### src/rtl/mem_rsp_credit_buf.sv
// Credit-limited request pass-through with a buffered, back-pressurable response path.
// Optional MEM_RSP_CREDIT_BUF_BYPASS_EN: zero-latency forwarding when the buffer is empty.
module mem_rsp_credit_buf #(
    parameter int AddrWidth = 32,
    parameter int DataWidth = 64,
    parameter int Depth     = 2,
    localparam int StrbWidth = DataWidth / 8
) (
    input  logic                 clk_i,
    input  logic                 rst_i,
    input  logic                 up_req_i,
    output logic                 up_gnt_o,
    input  logic [AddrWidth-1:0] up_addr_i,
    input  logic                 up_we_i,
    input  logic [DataWidth-1:0] up_wdata_i,
    input  logic [StrbWidth-1:0] up_strb_i,
    output logic                 up_rvalid_o,
    output logic [DataWidth-1:0] up_rdata_o,
    input  logic                 up_rready_i,
    output logic                 mem_req_o,
    input  logic                 mem_gnt_i,
    output logic [AddrWidth-1:0] mem_addr_o,
    output logic                 mem_we_o,
    output logic [DataWidth-1:0] mem_wdata_o,
    output logic [StrbWidth-1:0] mem_strb_o,
    input  logic                 mem_rvalid_i,
    input  logic [DataWidth-1:0] mem_rdata_i,
    output logic                 overflow_o
);

    localparam int CntW = $clog2(Depth + 1);
    localparam int PtrW = (Depth > 1) ? $clog2(Depth) : 1;

    logic [CntW-1:0]      cnt, fifo_cnt;
    logic [PtrW-1:0]      wr_ptr, rd_ptr;
    logic [DataWidth-1:0] fifo_q [Depth];
    logic                 overflow_q;

    logic credit, fifo_empty, fifo_full, bypass;
    logic push, pop, drop, inc, dec;

    function automatic logic [PtrW-1:0] ptr_next(input logic [PtrW-1:0] p);
        return (p == PtrW'(Depth - 1)) ? '0 : p + 1'b1;
    endfunction

    // Credit only looks at registered state, so grant never depends on up_rready_i.
    assign credit     = !rst_i && (cnt < CntW'(Depth));
    assign fifo_empty = (fifo_cnt == '0);
    assign fifo_full  = (fifo_cnt == CntW'(Depth));

    assign mem_req_o   = up_req_i & credit;
    assign up_gnt_o    = mem_gnt_i & credit;
    assign mem_addr_o  = up_addr_i;
    assign mem_we_o    = up_we_i;
    assign mem_wdata_o = up_wdata_i;
    assign mem_strb_o  = up_strb_i;

`ifdef MEM_RSP_CREDIT_BUF_BYPASS_EN
    assign bypass = !rst_i & fifo_empty & mem_rvalid_i & up_rready_i;
`else
    assign bypass = 1'b0;
`endif

    assign up_rvalid_o = !fifo_empty | bypass;
    assign up_rdata_o  = bypass ? mem_rdata_i : fifo_q[rd_ptr];

    assign pop  = !fifo_empty & up_rready_i;
    assign push = mem_rvalid_i & !bypass & (!fifo_full | pop);
    assign drop = mem_rvalid_i & !bypass & fifo_full & !pop;
    assign inc  = mem_req_o & mem_gnt_i;
    assign dec  = up_rvalid_o & up_rready_i;

    assign overflow_o = overflow_q;

    always_ff @(posedge clk_i or posedge rst_i) begin
        if (rst_i) begin
            cnt        <= '0;
            fifo_cnt   <= '0;
            wr_ptr     <= '0;
            rd_ptr     <= '0;
            overflow_q <= 1'b0;
        end else begin
            if (inc && !dec)
                cnt <= cnt + 1'b1;
            else if (dec && !inc && cnt != '0)
                cnt <= cnt - 1'b1;

            if (push && !pop)
                fifo_cnt <= fifo_cnt + 1'b1;
            else if (pop && !push)
                fifo_cnt <= fifo_cnt - 1'b1;

            if (push) wr_ptr <= ptr_next(wr_ptr);
            if (pop)  rd_ptr <= ptr_next(rd_ptr);

            // A beat with nothing outstanding, a dropped beat or an underflowing pop is a protocol error.
            if (drop || (dec && cnt == '0) || (mem_rvalid_i && cnt == '0))
                overflow_q <= 1'b1;
        end
    end

    always_ff @(posedge clk_i) begin
        if (push) fifo_q[wr_ptr] <= mem_rdata_i;
    end

endmodule

### config.mk
export PLATFORM = sky130hd
export DESIGN_NAME = mem_rsp_credit_buf
export DESIGN_NICKNAME = d
export VERILOG_FILES = /design/src/rtl/mem_rsp_credit_buf.sv
export SDC_FILE = /design/constraint.sdc
export NUM_CORES = 1
export LEC_CHECK = 0
export ABC_AREA = 1
export CORE_ASPECT_RATIO = 1.25
export CORE_MARGIN = 3
export CORE_UTILIZATION = 35
export CTS_CLUSTER_SIZE = 14
export DETAILED_ROUTE_END_ITERATION = 10
export PLACE_DENSITY_LB_ADDON = 0.15
export SLEW_MARGIN = 20
export SYNTH_ARGS = -nofsm -noshare
export SYNTH_HDL_FRONTEND = slang
export SYNTH_SLANG_ARGS = --single-unit
export TNS_END_PERCENT = 50
### constraint.sdc
create_clock -name clk_i -period 5.75 [get_ports clk_i]
set_input_delay 0.8625 -clock clk_i [delete_from_list [all_inputs] [get_ports clk_i]]
set_output_delay 0.8625 -clock clk_i [all_outputs]
set_load 0.05 [all_outputs]
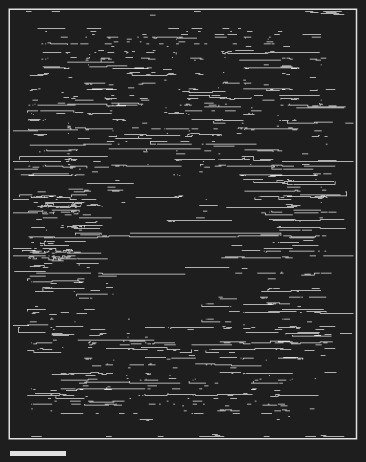
run_1/layer_met1.png
Bar = 20 um.
share of all routed wire	36%
main direction	horizontal
nets with wire on the layer	435

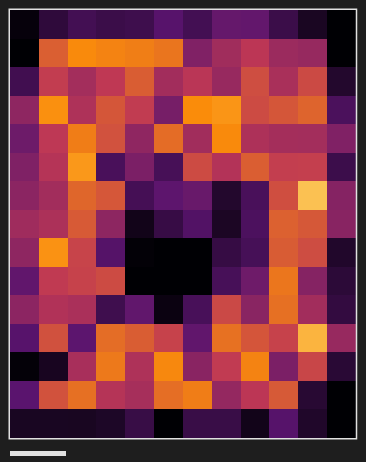
run_1/cell_density.png
Bar = 20 um. The die is cut into 12 by 15 equal tiles; black is low, pale yellow is high, 0 to 100% covered.
fullest tile	87%
emptiest ninth of the die	centre
nearly empty tiles	7.8%
final design utilization: 44.8%
core area: 16500 um2
floorplan utilization: 36.4%

==> metrics.yaml, run 1 <==
status: "completed"
highest_layer: "met4"
cts_resized: 0
crit_slowest_cell: "dfrtp_4"
top_regs: "fifo_q: 128 flops, cnt: 2 flops, fifo_cnt: 2 flops"
post-route-cell-area_um2: 7380
p_per_area_nw_per_um2: 578
timing.final.crit_share_pct: 66.7
fmax_mhz: 261
holdWs_ns: 0.474
topCellsByArea: "edfxtp_1 (64%), buf_4 (13%), mux2_4 (13%), dfrtp_1 (2.9%), mux2_2 (2.6%)"
chipWidth_um: 123
wl_met1_mm: 3.98
std_cell_rows: 52
met3_wirelength_um: 939
stdcell_count: 631
edf_count: 128
cp-startpoint: "rd_ptr"
drt-initial-drc-count: 142
diodes: 0
cts_tree: "yes"
dp_hpwl_mm: 7.53
syn_avg_cell_area_um2: 16.9
cts_root_buf: "clkbuf_16"
synth_flops: 135
setup_slack_ns: 1.92
ys_sh_aoi_pct: 0.418
grtUsageMet3_pct: 5.27
openroad.warnings: 26
synth_cells: 355
ys_async_sr_fraction_pct: 5.19
rsz0062_at_grt: "no"
largest_reg_flops: 128
nNetsFinal: 578
viasPerCell: 4.44
ys_types: 18
top_register: "fifo_q"
firstDrtPassIters: 4
setup_viol: 0
path_cells: "buf_4 > mux2_2 > clkdlybuf4s50_1"
slew_headroom_pct: 36.2
ant_nets: 0
post-cts-setup-buffer-count: 0
finalHoldViolCount: 0
grt_pass1_vias: 3007
lay_top_cells: "clkdlybuf4s50_1 (137), edfxtp_1 (128), mux2_4 (50)"
path_buffers: 2
grt.busiest_layer: "met2"
worstSkewPairLatency_ns: 0.41
ys_cells: 355
crit_family: "buffers and inverters"
ys_sh_simple_pct: 1.67
grt.overflow.total: 0
synth_area_um2: 5990
clk_pin_slew_ns: 0.05
route.detailed.drc: 0
io_pins: 348
top_area_cell: "edfxtp_1"
cp.required_ns: 4.89
clock_path_buffers: 2
clock_skew_ns: 0.00745
worstPathArrival_ns: 2.97
endpoint_kind: "output pin"
ir_drop_mv: 0.259
place_ws_ns: 2.23
cp-start-kind: "flip-flop"
critPathKind: "flip-flop to output pin"
ff_type: "edfxtp_1"
slew_viol_final: 0
power.total_mw: 4.26
layout-drive-gt1-share_pct: 23.9
common_cells: "edfxtp_1 (128), buf_4 (105), mux2_4 (50), mux2_2 (14), inv_1 (11)"
synth.most_common_cell: "edfxtp_1"
cts_sinks: 135
ctsHoldBuffers: 0
dieHeight_um: 152
lay_top_count: "clkdlybuf4s50_1"
grt_max_degree: 53
timing.rr.start: "fifo_cnt[0]"
logic_family: "multiplexers"
grt_pass1_wl_mm: 16.6
wire_per_inst_um: 17.7
grt_antenna_before_repair: 0
ys_sh_xor_pct: 0.438
drv_cap: 0
postSynthSeqShare_pct: 67.1
area_growth_pct: 23.1
h-tree-depth: 4
top_area_share_pct: 64.1
max_stage_delay_ns: 1.06
place.gp.congestion: 0.711
use_met1_pct: 12.1
fa_ha_area_share_pct: 0.209
yosysChipArea_um2: 5990
mux_share_pct: 15.2
yosysWarnings: 0
min_period_ns: 3.83
cts_buffers: 17
critPathMaxFanout: 52
fin_tns_setup_ns: 0
grtUsageTotal_pct: 12.1
hold_class: "flip-flop to flip-flop"
fp_nets: 531
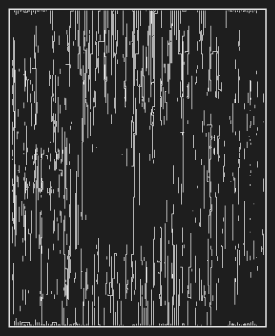
run_1/layer_met2.png
longest straight run	56.9 um
wire length on this layer	5720 um
nets with wire on the layer	491
Vias: 2803
Post-Route WL: 11.2 mm
met2 Use GR: 19.2%

[run 1: final cells by class]
cell class,instances,area (um2)
multi-input cells,97,1090
fillers,1476,9080
well taps,216,270
repair buffers,140,1390
clock inverters,13,131
clock buffers,19,433
flip-flops and latches,135,4020
inverters,11,41.3
[run 1: final timing paths]
check | end | slack (ns) | cells after the start
setup / recovery | up_rdata_o[31] | 1.92 | 3
hold / removal | overflow_o | 0.47 | 2
setup reg to reg | fifo_q[0][42] | 3.33 | 5
hold reg to reg | overflow_o | 0.47 | 2
max in group asynchronous | rd_ptr | 4.77 | 2
min in group asynchronous | cnt[1] | 0.73 | 2
[run 1: where the power goes]
| part | internal (mW) | switching (mW) |
|---|---|---|
| sequential | 1.33 | 0.154 |
| combinational | 0.712 | 1.05 |
| clock | 0.634 | 0.389 |
| total | 2.67 | 1.59 |
==> run 2, diff against run 1 <==
clock period = 3.8 ns   (was 5.75 ns; I/O delays follow)
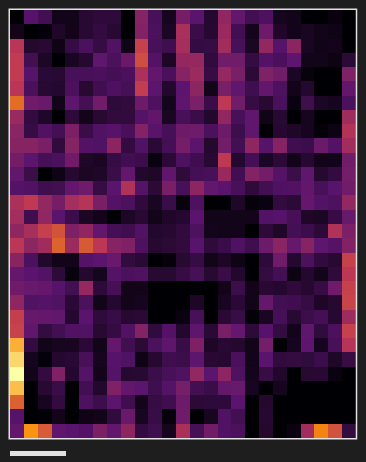
run_2/metal_density.png
Bar = 20 um. The die is cut into 25 by 30 equal tiles; black is low, pale yellow is high, scaled to the fullest tile. Values are wire area over tile area, all layers added.
fullest tile	0.55
nearly empty tiles	11%
mean over tiles	0.10
tiles over half the peak	3.7%
GRT Total Usage: 12.1%
routed length per instance: 17.5 um
Vias: 2853

==> run 2 against run 1 <==
- combinational power up 56%
- worst setup slack got worse by 1.4 ns
- sequential power is 48% higher
- first-iteration DRC count decreased by 44%
- synthesized area unchanged
- global-route usage grew 0.075 points
- cell area up 0.19%
- wire length fell by 0.52%
- register-to-register slack lost 1.3 ns
- synthesized cell count did not move
- non-clock buffer count up 4
- critical endpoint is now up_rdata_o[29]
- die size unchanged
==> metrics.yaml, run 2 <==
min_period_ns: 3.27
top_regs: "fifo_q: 128 flops, cnt: 2 flops, fifo_cnt: 2 flops"
hold_class: "input pin to async pin"
dp_hpwl_mm: 7.58
grt_max_degree: 45
crit_family: "buffers and inverters"
fp_nets: 531
ir_drop_mv: 0.394
nNetsFinal: 582
status: "completed"
top_area_share_pct: 64.1
cp.required_ns: 3.23
post-cts-setup-buffer-count: 0
holdWs_ns: 0.433
synth_flops: 135
cts_tree: "yes"
reg2reg_depth: 5
maxPowerGroup: "combinational cells"
fmax_mhz: 306
stdcell_count: 635
postSynthSeqShare_pct: 67.1
top_area_cell: "edfxtp_1"
grt_pass1_vias: 3236
critPathKind: "flip-flop to output pin"
grt.overflow.total: 0
place.gp.congestion: 0.742
powerClk_mw: 1.51
synth.most_common_cell: "edfxtp_1"
ff_type: "edfxtp_1"
ys_types: 18
cp-startpoint: "rd_ptr"
worstPathArrival_ns: 2.70
yosysWarnings: 0
path_depth: 3
highest_layer: "met4"
lay_top_count: "clkdlybuf4s50_1"
place_ws_ns: 0.844
finalHoldViolCount: 0
power.total_mw: 6.44
path_buffers: 2
use_met1_pct: 12.1
cts_sinks: 135
cts_resized: 0
syn_avg_cell_area_um2: 16.9
slew_headroom_pct: 55.8
seqPwrFrac_pct: 34.0
crit_slowest_cell: "dfrtp_4"
common_cells: "edfxtp_1 (128), buf_4 (105), mux2_4 (50), mux2_2 (14), inv_1 (11)"
fp_util_pct: 36.4
largest_reg_flops: 128
lay_top_cells: "clkdlybuf4s50_1 (137), edfxtp_1 (128), mux2_4 (50)"
dieHeight_um: 152
viasPerCell: 4.49
ctsHoldBuffers: 0
clock_path_buffers: 2
path_cells: "buf_4 > mux2_2 > clkdlybuf4s50_1"
ant_nets: 0
ys_async_sr_fraction_pct: 5.19
route.detailed.drc: 0
rsz0062_at_grt: "no"
openroad.warnings: 27
power_frac_comb_pct: 42.5
drv_cap: 0
area_growth_pct: 23.4
endpoint_kind: "output pin"
synth_cells: 355
std_cell_rows: 52
routed_wl_mm: 11.1
worstSkewPairLatency_ns: 0.41
grt_pass1_wl_mm: 17.0
clock_skew_ns: 0.00368
internal-power_mw: 4.05
cts_root_buf: "clkbuf_16"
setup_slack_ns: 0.528
drt-initial-drc-count: 79
layout-drive-gt1-share_pct: 24.1
chipWidth_um: 123
clk_pin_slew_ns: 0.06
swShare_pct: 37.1
run 2: cell counts after synthesis:
No cell type changed its count.
run 2: cell type report:
| type | instances | area (um2) | share of cell area (%) |
|---|---|---|---|
| sequential | 135 | 4020 | 54.4 |
| timing repair buffer | 144 | 1420 | 19.3 |
| tap | 216 | 270 | 3.66 |
| clock inverter | 11 | 108 | 1.46 |
| multi-input combinational | 97 | 1090 | 14.7 |
| inverter | 11 | 41.3 | 0.558 |
| clock buffer | 21 | 440 | 5.96 |
run 2: cell families (layout without fill, tap and decap cells):
logic type,after synthesis,count (layout),share of synthesized area [%]
AND-OR/OR-AND,5,5,0.417
flip-flops,135,135,67.1
buffers and inverters,123,187,15.1
XOR/XNOR,3,3,0.438
AND/OR/NAND/NOR,24,24,1.67
multiplexers,64,64,15.2
adder cells (fa/ha/maj),1,1,0.209
Power and IR drop assume default switching activity.
